--- config.mk ---
export PLATFORM = sky130hd
export DESIGN_NAME = register_bank_seq_flat
export DESIGN_NICKNAME = d
export VERILOG_FILES = /design/src/rtl/regbank_pkg.sv /design/src/rtl/register_bank_seq_if.sv /design/src/rtl/regbank_seq_ctrl.sv /design/src/rtl/register_bank_seq.sv /design/src/flat_wrapper.sv
export SDC_FILE = /design/constraint.sdc
export NUM_CORES = 1
export LEC_CHECK = 0
export CORE_UTILIZATION = 30
export CTS_BUF_LIST = sky130_fd_sc_hd__clkbuf_4 sky130_fd_sc_hd__clkbuf_8
export CTS_CLUSTER_SIZE = 12
export DETAILED_ROUTE_END_ITERATION = 10
export SLEW_MARGIN = 10
export SYNTH_ARGS = -nofsm -noshare
export SYNTH_HDL_FRONTEND = slang
export SYNTH_SLANG_ARGS = --single-unit
--- constraint.sdc ---
create_clock -name clk -period 5.05 [get_ports clk]
set_input_delay 1.2625 -clock clk [delete_from_list [all_inputs] [get_ports clk]]
set_output_delay 1.2625 -clock clk [all_outputs]
set_load 0.02 [all_outputs]
--- src/rtl/regbank_pkg.sv ---
// Shared types for the sequenced register bank: op codes, FSM states and
// the pair-op classifier used by the request checker.
package regbank_pkg;

  typedef enum logic [2:0] {
    OP_MOV8  = 3'd0,
    OP_LD8   = 3'd1,
    OP_ST8   = 3'd2,
    OP_LD16  = 3'd3,
    OP_ST16  = 3'd4,
    OP_INC16 = 3'd5
  } op_e;

  typedef enum logic [1:0] {
    S_IDLE,
    S_SELECT,
    S_LOAD
  } state_e;

  function automatic logic is_pair_op(op_e op);
    return (op == OP_LD16) || (op == OP_ST16) || (op == OP_INC16);
  endfunction

endpackage

--- src/rtl/register_bank_seq_if.sv ---
// Request port plus data/address bus taps of the register bank.
// master = sequencer/bus side, slave = the bank.
interface register_bank_seq_if #(
  parameter int DATA_W   = 8,
  parameter int NUM_REGS = 8
);
  localparam int IDXW = $clog2(NUM_REGS);

  logic                       req_valid;
  logic                       req_ready;
  logic [2:0]                 req_op;
  logic [IDXW-1:0]            req_src;
  logic [IDXW-1:0]            req_dst;
  logic [DATA_W-1:0]          data_bus_in;
  logic [DATA_W-1:0]          data_bus_out;
  logic                       data_bus_oe;
  logic [2*DATA_W-1:0]        addr_bus_in;
  logic [2*DATA_W-1:0]        addr_bus_out;
  logic                       addr_bus_oe;
  logic                       done;
  logic                       err;
  logic [NUM_REGS*DATA_W-1:0] regs_flat;

  modport master (
    output req_valid, req_op, req_src, req_dst, data_bus_in, addr_bus_in,
    input  req_ready, data_bus_out, data_bus_oe, addr_bus_out, addr_bus_oe,
           done, err, regs_flat
  );

  modport slave (
    input  req_valid, req_op, req_src, req_dst, data_bus_in, addr_bus_in,
    output req_ready, data_bus_out, data_bus_oe, addr_bus_out, addr_bus_oe,
           done, err, regs_flat
  );
endinterface

--- src/rtl/regbank_seq_ctrl.sv ---
// Select/settle/load sequencer: validates requests, latches operands and
// times the bus-select window with a settle down-counter.
module regbank_seq_ctrl
  import regbank_pkg::*;
#(
  parameter int NUM_REGS      = 8,
  parameter int NUM_PAIRS     = 2,
  parameter int SETTLE_CYCLES = 2,
  parameter int IDXW          = $clog2(NUM_REGS)
) (
  input  logic            clk,
  input  logic            reset,
  input  logic            reqValid,
  input  logic [2:0]      reqOp,
  input  logic [IDXW-1:0] reqSrc,
  input  logic [IDXW-1:0] reqDst,
  output logic            reqReady,
  output op_e             op,
  output logic [IDXW-1:0] src,
  output logic [IDXW-1:0] dst,
  output logic            selActive,
  output logic            loadEn,
  output logic            done,
  output logic            err
);

  localparam int CNTW = (SETTLE_CYCLES > 1) ? $clog2(SETTLE_CYCLES) : 1;
  localparam logic [CNTW-1:0] CNT_INIT =
    CNTW'((SETTLE_CYCLES > 0) ? SETTLE_CYCLES - 1 : 0);

  state_e          state, stateNxt;
  logic [CNTW-1:0] cnt;
  logic            reqOk, accept;

  function automatic logic idxOk(logic [IDXW-1:0] i, logic pair);
    return pair ? (int'(i) < NUM_PAIRS) : (int'(i) < NUM_REGS);
  endfunction

  // Only the operands an op actually uses are range-checked.
  always_comb begin
    reqOk = 1'b0;
    case (reqOp)
      OP_MOV8:                  reqOk = idxOk(reqSrc, 1'b0) && idxOk(reqDst, 1'b0);
      OP_LD8, OP_LD16, OP_INC16: reqOk = idxOk(reqDst, is_pair_op(op_e'(reqOp)));
      OP_ST8, OP_ST16:          reqOk = idxOk(reqSrc, is_pair_op(op_e'(reqOp)));
      default:                  reqOk = 1'b0;
    endcase
  end

  assign accept = (state == S_IDLE) && reqValid;

  always_ff @(posedge clk) begin
    if (reset) begin
      state <= S_IDLE;
      cnt   <= '0;
      op    <= OP_MOV8;
      src   <= '0;
      dst   <= '0;
      done  <= 1'b0;
      err   <= 1'b0;
    end else begin
      state <= stateNxt;
      done  <= (state == S_LOAD);
      err   <= accept && !reqOk;
      if (accept && reqOk) begin
        op  <= op_e'(reqOp);
        src <= reqSrc;
        dst <= reqDst;
        cnt <= CNT_INIT;
      end else if (state == S_SELECT && cnt != '0) begin
        cnt <= cnt - 1'b1;
      end
    end
  end

  always_comb begin
    stateNxt = state;
    case (state)
      S_IDLE:   if (accept && reqOk) stateNxt = (SETTLE_CYCLES == 0) ? S_LOAD : S_SELECT;
      S_SELECT: if (cnt == '0) stateNxt = S_LOAD;
      S_LOAD:   stateNxt = S_IDLE;
      default:  stateNxt = S_IDLE;
    endcase
  end

  always_comb begin
    reqReady  = (state == S_IDLE);
    selActive = (state == S_SELECT) || (state == S_LOAD);
    loadEn    = (state == S_LOAD);
  end

endmodule

--- src/rtl/register_bank_seq.sv ---
// Parametrised register bank with byte registers and high-byte-first pairs
// on top; every transfer is sequenced select -> settle -> load.
module register_bank_seq
  import regbank_pkg::*;
#(
  parameter int DATA_W        = 8,
  parameter int NUM_REGS      = 8,
  parameter int NUM_PAIRS     = 2,
  parameter int SETTLE_CYCLES = 2
) (
  input  logic                clk,
  input  logic                reset,
  register_bank_seq_if.slave  bus
);

  localparam int IDXW = $clog2(NUM_REGS);
  localparam int PB   = NUM_REGS - 2 * NUM_PAIRS;
  localparam logic [2*DATA_W-1:0] PAIR_ONE = 1;

  logic [NUM_REGS-1:0][DATA_W-1:0] regs;
  op_e                             op;
  logic [IDXW-1:0]                 src, dst;
  logic                            selActive, loadEn;
  logic [2*DATA_W-1:0]             srcPair, dstPair;

  regbank_seq_ctrl #(
    .NUM_REGS     (NUM_REGS),
    .NUM_PAIRS    (NUM_PAIRS),
    .SETTLE_CYCLES(SETTLE_CYCLES),
    .IDXW         (IDXW)
  ) u_ctrl (
    .clk      (clk),
    .reset    (reset),
    .reqValid (bus.req_valid),
    .reqOp    (bus.req_op),
    .reqSrc   (bus.req_src),
    .reqDst   (bus.req_dst),
    .reqReady (bus.req_ready),
    .op       (op),
    .src      (src),
    .dst      (dst),
    .selActive(selActive),
    .loadEn   (loadEn),
    .done     (bus.done),
    .err      (bus.err)
  );

  function automatic logic [IDXW-1:0] pairHi(logic [IDXW-1:0] p);
    return IDXW'(PB + 2 * int'(p));
  endfunction

  function automatic logic [IDXW-1:0] pairLo(logic [IDXW-1:0] p);
    return IDXW'(PB + 2 * int'(p) + 1);
  endfunction

  assign srcPair = {regs[pairHi(src)], regs[pairLo(src)]};
  assign dstPair = {regs[pairHi(dst)], regs[pairLo(dst)]};

  // Drives hold from the first select cycle through load; zero when idle.
  always_comb begin
    bus.data_bus_oe  = 1'b0;
    bus.data_bus_out = '0;
    bus.addr_bus_oe  = 1'b0;
    bus.addr_bus_out = '0;
    if (selActive) begin
      case (op)
        OP_MOV8, OP_ST8: begin
          bus.data_bus_oe  = 1'b1;
          bus.data_bus_out = regs[src];
        end
        OP_ST16: begin
          bus.addr_bus_oe  = 1'b1;
          bus.addr_bus_out = srcPair;
        end
        OP_INC16: begin
          bus.addr_bus_oe  = 1'b1;
          bus.addr_bus_out = dstPair;
        end
        default: ;
      endcase
    end
  end

  always_ff @(posedge clk) begin
    if (reset) begin
      regs <= '0;
    end else if (loadEn) begin
      case (op)
        OP_MOV8:  regs[dst] <= regs[src];
        OP_LD8:   regs[dst] <= bus.data_bus_in;
        OP_LD16:  {regs[pairHi(dst)], regs[pairLo(dst)]} <= bus.addr_bus_in;
        OP_INC16: {regs[pairHi(dst)], regs[pairLo(dst)]} <= dstPair + PAIR_ONE;
        default: ;
      endcase
    end
  end

  assign bus.regs_flat = regs;

endmodule

--- src/flat_wrapper.sv ---
// flat-port wrapper written by rule: the top's interface ports become plain ports
module register_bank_seq_flat import regbank_pkg::*;
#(
  parameter int DATA_W        = 8,
  parameter int NUM_REGS      = 8,
  parameter int NUM_PAIRS     = 2,
  parameter int SETTLE_CYCLES = 2
)
  (clk, reset, bus_req_valid, bus_req_op, bus_req_src, bus_req_dst, bus_data_bus_in, bus_addr_bus_in, bus_req_ready, bus_data_bus_out, bus_data_bus_oe, bus_addr_bus_out, bus_addr_bus_oe, bus_done, bus_err, bus_regs_flat);
  register_bank_seq_if #(.DATA_W(DATA_W), .NUM_REGS(NUM_REGS)) bus_i ();
  input  logic clk;
  input  logic reset;
  input wire logic [$bits(bus_i.req_valid)-1:0] bus_req_valid;
  input wire logic [$bits(bus_i.req_op)-1:0] bus_req_op;
  input wire logic [$bits(bus_i.req_src)-1:0] bus_req_src;
  input wire logic [$bits(bus_i.req_dst)-1:0] bus_req_dst;
  input wire logic [$bits(bus_i.data_bus_in)-1:0] bus_data_bus_in;
  input wire logic [$bits(bus_i.addr_bus_in)-1:0] bus_addr_bus_in;
  output wire logic [$bits(bus_i.req_ready)-1:0] bus_req_ready;
  output wire logic [$bits(bus_i.data_bus_out)-1:0] bus_data_bus_out;
  output wire logic [$bits(bus_i.data_bus_oe)-1:0] bus_data_bus_oe;
  output wire logic [$bits(bus_i.addr_bus_out)-1:0] bus_addr_bus_out;
  output wire logic [$bits(bus_i.addr_bus_oe)-1:0] bus_addr_bus_oe;
  output wire logic [$bits(bus_i.done)-1:0] bus_done;
  output wire logic [$bits(bus_i.err)-1:0] bus_err;
  output wire logic [$bits(bus_i.regs_flat)-1:0] bus_regs_flat;
  assign bus_i.req_valid = bus_req_valid;
  assign bus_i.req_op = bus_req_op;
  assign bus_i.req_src = bus_req_src;
  assign bus_i.req_dst = bus_req_dst;
  assign bus_i.data_bus_in = bus_data_bus_in;
  assign bus_i.addr_bus_in = bus_addr_bus_in;
  assign bus_req_ready = bus_i.req_ready;
  assign bus_data_bus_out = bus_i.data_bus_out;
  assign bus_data_bus_oe = bus_i.data_bus_oe;
  assign bus_addr_bus_out = bus_i.addr_bus_out;
  assign bus_addr_bus_oe = bus_i.addr_bus_oe;
  assign bus_done = bus_i.done;
  assign bus_err = bus_i.err;
  assign bus_regs_flat = bus_i.regs_flat;
  register_bank_seq #(.DATA_W(DATA_W), .NUM_REGS(NUM_REGS), .NUM_PAIRS(NUM_PAIRS), .SETTLE_CYCLES(SETTLE_CYCLES)) u_core (.clk(clk), .reset(reset), .bus(bus_i));
endmodule
**Routed metal per tile**

Scale bar: 50 um. 34 x 34 tiles, from black (low) to pale yellow (high), scaled to the fullest tile. Values are wire area over tile area, all layers added.
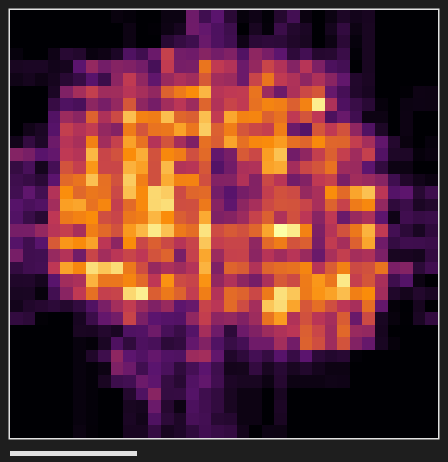
The mean over all tiles is 0.25. The densest ninth of the die: middle. 22% of the tiles are nearly empty. 28% of the tiles are over half the peak. The emptiest ninth of the die: bottom left.
Vias: 10000
final wirelength: 40.90 mm
total global-route track usage: 28.39%

**Routing congestion map**

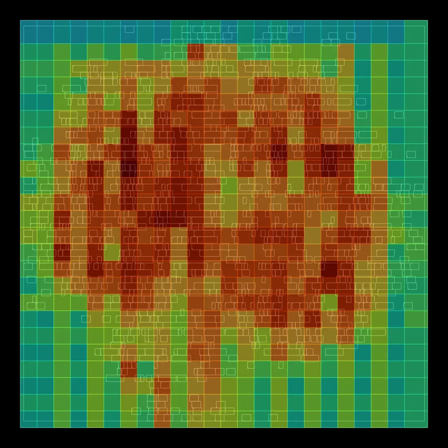
Most Crowded Layer GR: met2
met1 GRT Util: 37.92%
met2 usage: 45.52%
met3 Resource Use GR: 5.336%

**Metal 1**

Scale bar: 50 um.
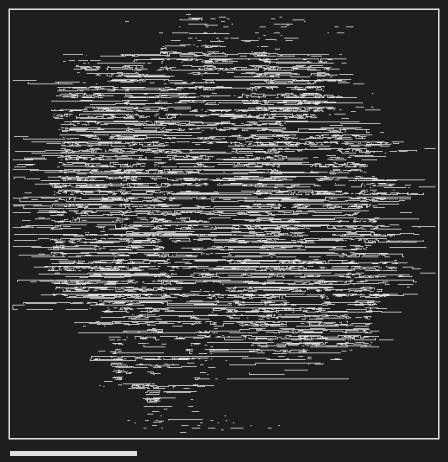
The layer carries 16000 um of wire. The wires run mostly horizontal.

**The metal 2 layer**

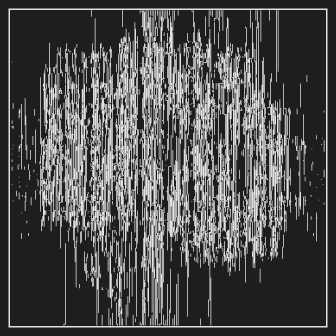
The wires run mostly vertical. The layer carries 18700 um of wire.

**Cell area per tile**

Scale bar: 50 um. 17 x 17 tiles, from black (low) to pale yellow (high), 0 to 100% covered.
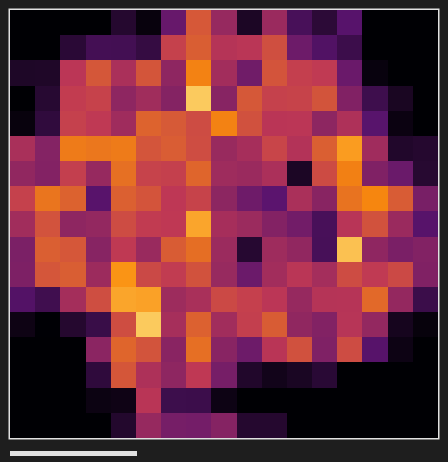
The mean over all tiles is 34%. 2.8% of the tiles are over 75% full. The fullest tile reaches 89%. 18% of the tiles are nearly empty. The emptiest ninth of the die: bottom right.
Final Util: 37.30%
Core Util at FP: 30.69%

==> results.cfg <==
; generated from flow reports
[power]
switching_power_uw = 600.9
p_clk_uw = 575
power_frac_clock_pct = 34.5
peakVddDrop_v = 0.00009690
p_total_uw = 1667

[cells_and_area]
fin_nets = 1177
fin_area_sq_um = 10080
nFillCells = 2794
syn2layout_area_growth_pct = 21.55

[cts]
cts_hold_buf = 0
clock_latency_ns = 0.40
cts_tree = done
htreeDepth = 3

[logic_synthesis]
synthDistinctLibCells = 79
top_cells_by_area = dfxtp_1, mux4_2, nor2_1, mux2i_1, nand2_1
yosys.area.top_type_share_pct = 18.83
ys_async_sr_fraction_pct = 0
ys_chip_area_sq_um = 8293
netlist_instances = 1059
top_cell = nor2_1

[flow_run]
warnings = 29

[grt]
overflow = 0
grt_pass1_wl_mm = 60.44
antenna_found_initial = 0
grt_pass1_vias = 9223
grt_max_degree = 45

[final_timing]
finalSetupTns_ns = 0
worstMarginPinSlew_ns = 1.323
rsz0062_at_grt = no
drv_slew = 0
hold_ws_ns = 0.4795

[outcome]
outcome = complete, no violations

[hold_path]
hold_depth = 2

[setup_path]
cp.depth = 4
cp.buffers_inverters = 1
end_kind = output port
critical_path.max_stage_delay_ns = 1.02
cp-start-kind = flip-flop

[die]
die_w_um = 168.3

[detailed_routing]
wl_per_cell_um = 27.62
[placed cells by master (no fill, tap or decap), types with 5 or more instances in the layout]
cell,instances
or4_1,9
a211oi_1,28
o21a_1,5
a311o_1,6
nand2_1,107
mux4_2,47
nand2b_1,20
o21ai_0,49
nor3_1,20
a221oi_1,10
buf_4,37
o311ai_0,6
nor4_1,18
ha_1,5
clkbuf_8,10
nand3_1,30
a2111oi_0,32
and2_1,6
a31oi_1,14
o32ai_1,13
nor2b_1,5
a311oi_1,7
inv_1,18
o31ai_1,9
mux2i_1,50
a22o_1,7
a22oi_1,18
o2111ai_1,13
and3_1,9
nand3b_1,7
o211ai_1,11
mux2_2,5
o22ai_1,14
clkdlybuf4s50_1,127
a21oi_1,45
nand4_1,13
o22a_1,5
nor3b_1,6
dfxtp_1,75
nor2_1,142
[layout make-up]
type / instances / area (sq um) / share of cell area [%]
Timing Repair Buffer: 165 / 1554 / 15.42
Inverter: 20 / 75.07 / 0.7448
Clock buffer: 10 / 137.6 / 1.365
Clock inverter: 5 / 82.58 / 0.8193
Multi-Input combinational cell: 862 / 6238 / 61.89
Tap cell: 341 / 426.7 / 4.233
Sequential cell: 78 / 1565 / 15.53
[layer usage]
metal	track usage [%]	up-vias	part of all wire (%)
li1	-	4312	-
met1	37.92	4769	39
met2	45.52	810	46
met3	5.336	110	12
met4	10.12	0	3.1
met5	0	-	0
[cells by family (layout without fill, tap and decap cells)]
group,Yosys count,count (layout),share of synthesized area [%]
muxes,104,104,19.96
xor gates and xnor gates,6,6,0.6337
and+or+nand+nor,417,417,24.91
buffers and inverters,119,200,5.944
DFF,78,78,18.83
adders and majority gates,7,7,0.9958
AOI/OAI and AO/OA,328,328,28.73
